## src/rtl/fetch_pkg.sv

```systemverilog
// fetch_pkg: shared state encoding and width defaults for the fetch controller
package fetch_pkg;
  localparam int PC_W_DEF = 16;
  localparam int REG_W_DEF = 3;
  typedef enum logic [1:0] {
    RUN = 2'b00,
    REDIRECT = 2'b01,
    HALTED = 2'b10
  } state_t;
endpackage

```

## src/rtl/sat_counter.sv

```systemverilog
// sat_counter: event counter that sticks at all-ones instead of wrapping
module sat_counter #(
  parameter int CNT_W = 16
) (
  input  logic             clk,
  input  logic             rst,
  input  logic             inc,
  output logic [CNT_W-1:0] count
);
  always_ff @(posedge clk) begin
    if (rst) count <= '0;
    else if (inc && !(&count)) count <= count + CNT_W'(1);
  end
endmodule

```

## src/rtl/fetch_ctrl.sv

```systemverilog
// fetch_ctrl: drives fetch PC-select and pipeline flushes for redirects, halts and load-use stalls
module fetch_ctrl
  import fetch_pkg::*;
#(
  parameter int PC_W = PC_W_DEF,
  parameter int REG_W = REG_W_DEF,
  parameter int CNT_W = 16
) (
  input  logic             clk,
  input  logic             rst,
  input  logic             id_valid,
  input  logic [REG_W-1:0] id_rs,
  input  logic [REG_W-1:0] id_rt,
  input  logic             id_uses_rs,
  input  logic             id_uses_rt,
  input  logic             id_halt,
  input  logic [PC_W-1:0]  id_PC,
  input  logic [PC_W-1:0]  if_PC,
  input  logic             ex_valid,
  input  logic             ex_memread,
  input  logic [REG_W-1:0] ex_rd,
  input  logic             ex_br_taken,
  input  logic [PC_W-1:0]  ex_target,
  output logic             halt,
  output logic [PC_W-1:0]  haltPC,
  output logic             jorb,
  output logic [PC_W-1:0]  newPC,
  output logic             ldStall,
  output logic [PC_W-1:0]  ldStallPC,
  output logic             flush_ifid,
  output logic             flush_idex,
  output logic [CNT_W-1:0] stall_cnt,
  output logic [CNT_W-1:0] flush_cnt
);
  state_t state, state_nxt;
  logic [PC_W-1:0] hpc_q;
  logic hazard, halted, take_br, take_halt, take_ld;
  always_comb begin
    hazard = ex_valid && ex_memread && id_valid &&
             ((id_uses_rs && id_rs == ex_rd) || (id_uses_rt && id_rt == ex_rd));
    halted = state == HALTED;
    take_br = !rst && !halted && ex_br_taken;
    take_halt = !rst && state == RUN && !ex_br_taken && id_valid && id_halt;
    take_ld = !rst && state == RUN && !ex_br_taken && !(id_valid && id_halt) && hazard;
    halt = !rst && (halted || take_halt);
    haltPC = rst ? '0 : halted ? hpc_q : take_halt ? id_PC : if_PC;
    jorb = take_br;
    newPC = rst ? '0 : take_br ? ex_target : if_PC;
    ldStall = take_ld;
    ldStallPC = rst ? '0 : if_PC;
    flush_ifid = halt || take_br;
    flush_idex = take_br || take_ld;
    state_nxt = take_br ? REDIRECT : (halted || take_halt) ? HALTED : RUN;
  end
  always_ff @(posedge clk) begin
    if (rst) begin
      state <= RUN;
      hpc_q <= '0;
    end else begin
      state <= state_nxt;
      if (take_halt) hpc_q <= id_PC;
    end
  end
  sat_counter #(.CNT_W(CNT_W)) u_stall_cnt (.clk(clk), .rst(rst), .inc(take_ld), .count(stall_cnt));
  sat_counter #(.CNT_W(CNT_W)) u_flush_cnt (.clk(clk), .rst(rst), .inc(take_br), .count(flush_cnt));
endmodule

```

## config.mk

```make
export PLATFORM = sky130hd
export DESIGN_NAME = fetch_ctrl
export DESIGN_NICKNAME = d
export VERILOG_FILES = /design/src/rtl/fetch_pkg.sv /design/src/rtl/sat_counter.sv /design/src/rtl/fetch_ctrl.sv
export SDC_FILE = /design/constraint.sdc
export NUM_CORES = 1
export LEC_CHECK = 0
export ABC_AREA = 0
export CAP_MARGIN = 20
export CORE_ASPECT_RATIO = 0.9
export CORE_MARGIN = 5
export CORE_UTILIZATION = 43
export DETAILED_ROUTE_END_ITERATION = 10
export MAX_ROUTING_LAYER = met4
export PLACE_DENSITY = 0.95
export SLEW_MARGIN = 20
export SYNTH_ARGS = -nofsm -noshare
export SYNTH_HDL_FRONTEND = slang
export SYNTH_SLANG_ARGS = --single-unit
```

## constraint.sdc

```tcl
create_clock -name clk -period 11.1 [get_ports clk]
set_clock_uncertainty 0.05 [all_clocks]
set_input_delay 3.33 -clock clk [delete_from_list [all_inputs] [get_ports clk]]
set_output_delay 3.33 -clock clk [all_outputs]
set_load 0.02 [all_outputs]
```

Figure 1. Routed metal, one color a layer.
Drawn at 3 px/micron.
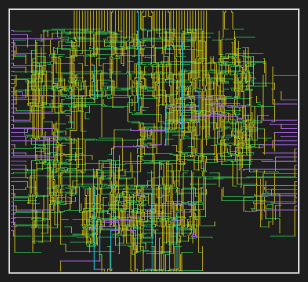
Key: cyan = met4 [wire length 248 microns]; yellow = met2 [wire length 5340 microns]; purple = met3 [wire length 711 microns]; green = met1 [wire length 4060 microns]
Total GRT Usage: 24.8%
total wire length after detailed routing: 10.4 mm
WL per Instance: 17.0 microns
DR vias: 3527

Figure 2. Clock routing.
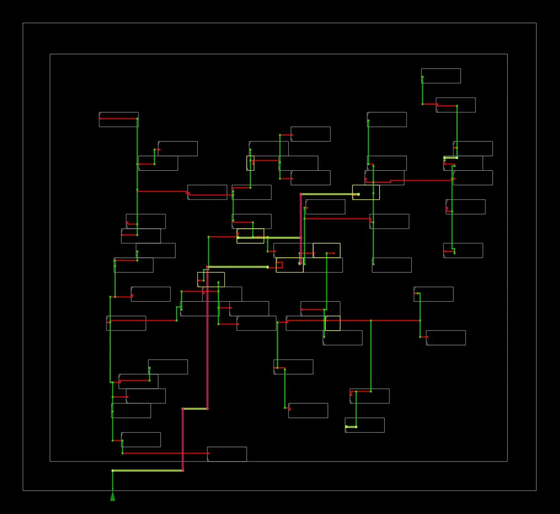
count of clock tree sinks: 50
clock insertion delay at the later pin of the skew report: 0.29 ns
number of clock buffers in the layout: 6
Clock net power: 102 uW

==> impl_summary.log <==
[report] extracting results
INFO  metric io_buffers = 150
INFO  metric dpl-instance-area = 4430 sq um
INFO  metric leakage = 0.00156 uW
INFO  metric hold_path.startpoint = hpc_q[1]
INFO  metric deepest_clock_path_buffer_count = 2
INFO  metric crit_end = ldStall
INFO  metric grt_first_pass_wirelength = 16.3 mm
INFO  metric core_util_floorplan = 44.0%
INFO  metric min_period_over_period = 85.8%
INFO  metric postSynth.asyncResetShare = 0%
INFO  metric final_layout_size_suffix_gt1_share = 3.07%
INFO  metric setup_total_negative_slack = 0 ns
INFO  metric postSynthSeqShare = 34.9%
INFO  metric synth_cell_area = 2860 sq um
INFO  metric fillerInstances = 509
INFO  metric timing.critical_path.cells = clkdlybuf4s50_1, or4b_4, or4_1, a21o_1, clkinv_1, clkdlybuf4s50_1
INFO  metric peakVddDrop = 58.3 uV
INFO  metric cap_viol_max_count = 0
INFO  metric critical_path.max_stage_delay = 0.64 ns
INFO  metric setup_viol = 0
INFO  metric fmaxAchievable = 105 MHz
INFO  metric cts_made_buffers = 5
INFO  metric critPathMaxFanout = 25
INFO  metric run_status = completed
INFO  metric postSynthRegisterBits = 50
INFO  metric power_density_of_the_placed_cells = 84.7 nW/um^2
INFO  metric drt_iter0_drc = 220
INFO  metric synth-area-yosys = 2860 sq um
INFO  metric ys_cells = 380
INFO  metric critical_path.startpoint = ex_br_taken
INFO  metric synth-edff-count = 0
INFO  metric timing_worst_setup_path_type = in -> out
INFO  metric synth.lib_cells_used.distinct = 43
INFO  metric nets = 589
INFO  metric syn2layout_area_growth = 57.6%
INFO  metric worst_setup_hold_path_clk_slew = 0.09 ns
INFO  metric maximum_number_of_pins_on_one_net_before_global_route_repair = 45
INFO  metric synth.net_count = 448
INFO  metric dr.pass1.iters = 4
INFO  metric ios = 151
INFO  metric cts_setup_buffers = 0
INFO  metric relative_slew_slack = 36.0%
INFO  metric cts.htree.levels = 2
INFO  metric instance_tally_after_logic_synthesis = 380
INFO  metric post_cts_resized = 0
INFO  metric count_of_hold_fix_buffers_inserted_at_cts = 0
INFO  metric reg2regPathDepth = 5
INFO  metric detailed_place_hpwl = 7.87 mm
INFO  metric worst_pin_slew = 0.957 ns
INFO  metric min-delay-path-class = reg -> reg
INFO  metric finalHoldViolCount = 0
INFO  metric antennaDiodeCount = 0
INFO  metric die.size.y = 87.4 microns
INFO  metric drc = 0
INFO  metric crit_path_frequent_cell = clkdlybuf4s50_1
INFO  metric worst_setup_path_start_kind = input port
INFO  metric crit-reg2reg-capture = u_stall_cnt.count[11]
INFO  metric floorplan.rows = 28
INFO  metric hold-path-cell-count = 2
INFO  metric routability_driven_placement_congestion_ratio = 0.905
INFO  metric r2r-start = state[1]
INFO  metric detail_route.vias_per_cell = 5.77
INFO  metric syn_avg_cell_area = 7.54 sq um
INFO  metric timing.critical_path.slowest_stage_cell = clkdlybuf4s50_1
INFO  metric die_area = 8390 sq um
INFO  metric layout_top_cells_excl_fill_tap = 149 x clkdlybuf4s50_1, 75 x nand2_1, 50 x dfxtp_1
INFO  metric rsz_0062_raised_after_global_routing = false
INFO  metric period_needed = 9.52 ns
INFO  metric timing_max_transition_violations_final = 0
INFO  metric floorplan.core_area = 6520 sq um
INFO  metric drtAntennaViolNets = 0
INFO  metric finish.instance_area = 4510 sq um
INFO  metric grt_pass1_vias = 3583
INFO  metric clockRootBuffer = clkbuf_8
INFO  metric yosys_warnings = 0
INFO  metric grt_antenna_before_repair = 0
INFO  metric die_width = 96.0 microns
INFO  metric tritoncts = done
INFO  metric stage_log_warnings = 26
INFO  metric crit_path_end_kind = output pin
INFO  metric grt-ovfl-total = 0
INFO  metric ys_dominant_reg_cell = dfxtp_1
INFO  metric cp.arrival = 6.14 ns
INFO  metric r2r_setup_slack = 8.37 ns
INFO  metric worst-endpoint-required = 7.72 ns
Figure 3. Gate families picked out.
Drawn at 3 px/micron.
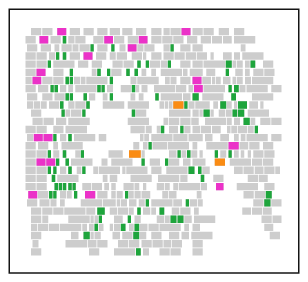
Key: orange = multiplexers [cells 3]; magenta = AND-OR and OR-AND gates [cells 19]; green = NAND gates [cells 98]
filler-free cell count of the finished design: 611
most common library cell in the layout ignoring fill and taps: clkdlybuf4s50_1
multi-input combinational area share: 39.0%

==> final cells by class <==
class / instances / area, sq um / area share, %
multi-input combinational: 302 / 1760 / 39.0
timing repair buffer: 155 / 1530 / 34.0
sequential: 50 / 1000 / 22.2
tap: 90 / 113 / 2.49
clock buffer: 6 / 72.6 / 1.61
inverter: 7 / 26.3 / 0.582
clock inverter: 1 / 7.51 / 0.166
==> cells by family after synthesis <==
kind of cell    Yosys count  synth area share (%)
compound gates          103                  23.1
simple gates            180                  31.8
flops                    50                  34.9
buf+inv                  28                  3.93
mux                       3                  1.09
xor+xnor                 14                  4.28
fa+ha+maj                 2                 0.874
==> power breakdown <==
group / leakage [uW] / internal (uW) / switching, uW / total, uW
Sequential: 0.000404 / 181 / 1.60 / 183
Combinational: 0.00111 / 51.9 / 46.0 / 97.9
Clock: 0.0000373 / 43.4 / 58.4 / 102
Total: 0.00156 / 276 / 106 / 382
==> registers in the layout, summed over array words and instances (netlist names) <==
register and flops:
u_stall_cnt.count 16, state 2, hpc_q 16, u_flush_cnt.count 16
==> through the flow <==
stage	instances	utilization (%)	total power [uW]	hold WS, ns	worst slack [ns]
2_1_floorplan	380	-	228	0.383	2.50
3_3_place_gp	604	68.0	282	0.389	1.67
3_5_place_dp	604	68.0	284	0.399	1.59
4_1_cts	611	69.3	385	0.410	1.58
5_1_grt	611	69.3	397	0.426	1.37
6_report	611	69.3	382	0.411	1.58
==> per-layer routing <==
| layer | global-route usage, % | share of wire [%] |
|---|---|---|
| met4 | 8.79 | 2.4 |
| met2 | 44.5 | 52 |
| met5 | - | 0 |
| met1 | 27.2 | 39 |
| met3 | 4.32 | 6.9 |
==> synth_stat cells, drive strengths merged (2+ instances only) <==
library cell  number  area (sq um)
or3                5          31.3
xnor2              9          78.8
clkbuf            17          63.8
nor2b             18           113
dfxtp             50          1000
and4               3          26.3
nor3b              2          15.0
o211ai             3          22.5
nand2b             2          12.5
o21ai             14          70.1
nand4             11          68.8
a41o               2          20.0
nand3              8          40.0
a211oi             2          15.0
buf                4          22.5
or4                7          52.6
nor2              18          67.6
nand2             75           282
xor2               5          43.8
or4b               2          23.8
o31ai              8          60.1
and3              11          68.8
a22o              16           140
a21oi             33           165
ha                 2          25.0
inv                6          22.5
a311oi             2          17.5
mux2i              2          20.0
nor3               9          45.0
a31oi             20           125
and2               3          18.8
nor4               2          12.5
==> worst min-delay path by stage <==
| stage | to | slack [ns] |
|---|---|---|
| global placement | hpc_q[6] | 0.39 |
| CTS | hpc_q[1] | 0.41 |
| detailed placement | hpc_q[1] | 0.40 |
| floorplan | hpc_q[13] | 0.38 |
| global route | hpc_q[9] | 0.43 |
| finish | hpc_q[1] | 0.41 |
==> worst max-delay path, delay by kind of cell <==
family / cells / cell delay (ns)
buf+inv: 3 / 1.39
compound gates: 1 / 0.41
simple gates: 2 / 1.01
No activity file was given, so power comes from the tool's default toggle rates.
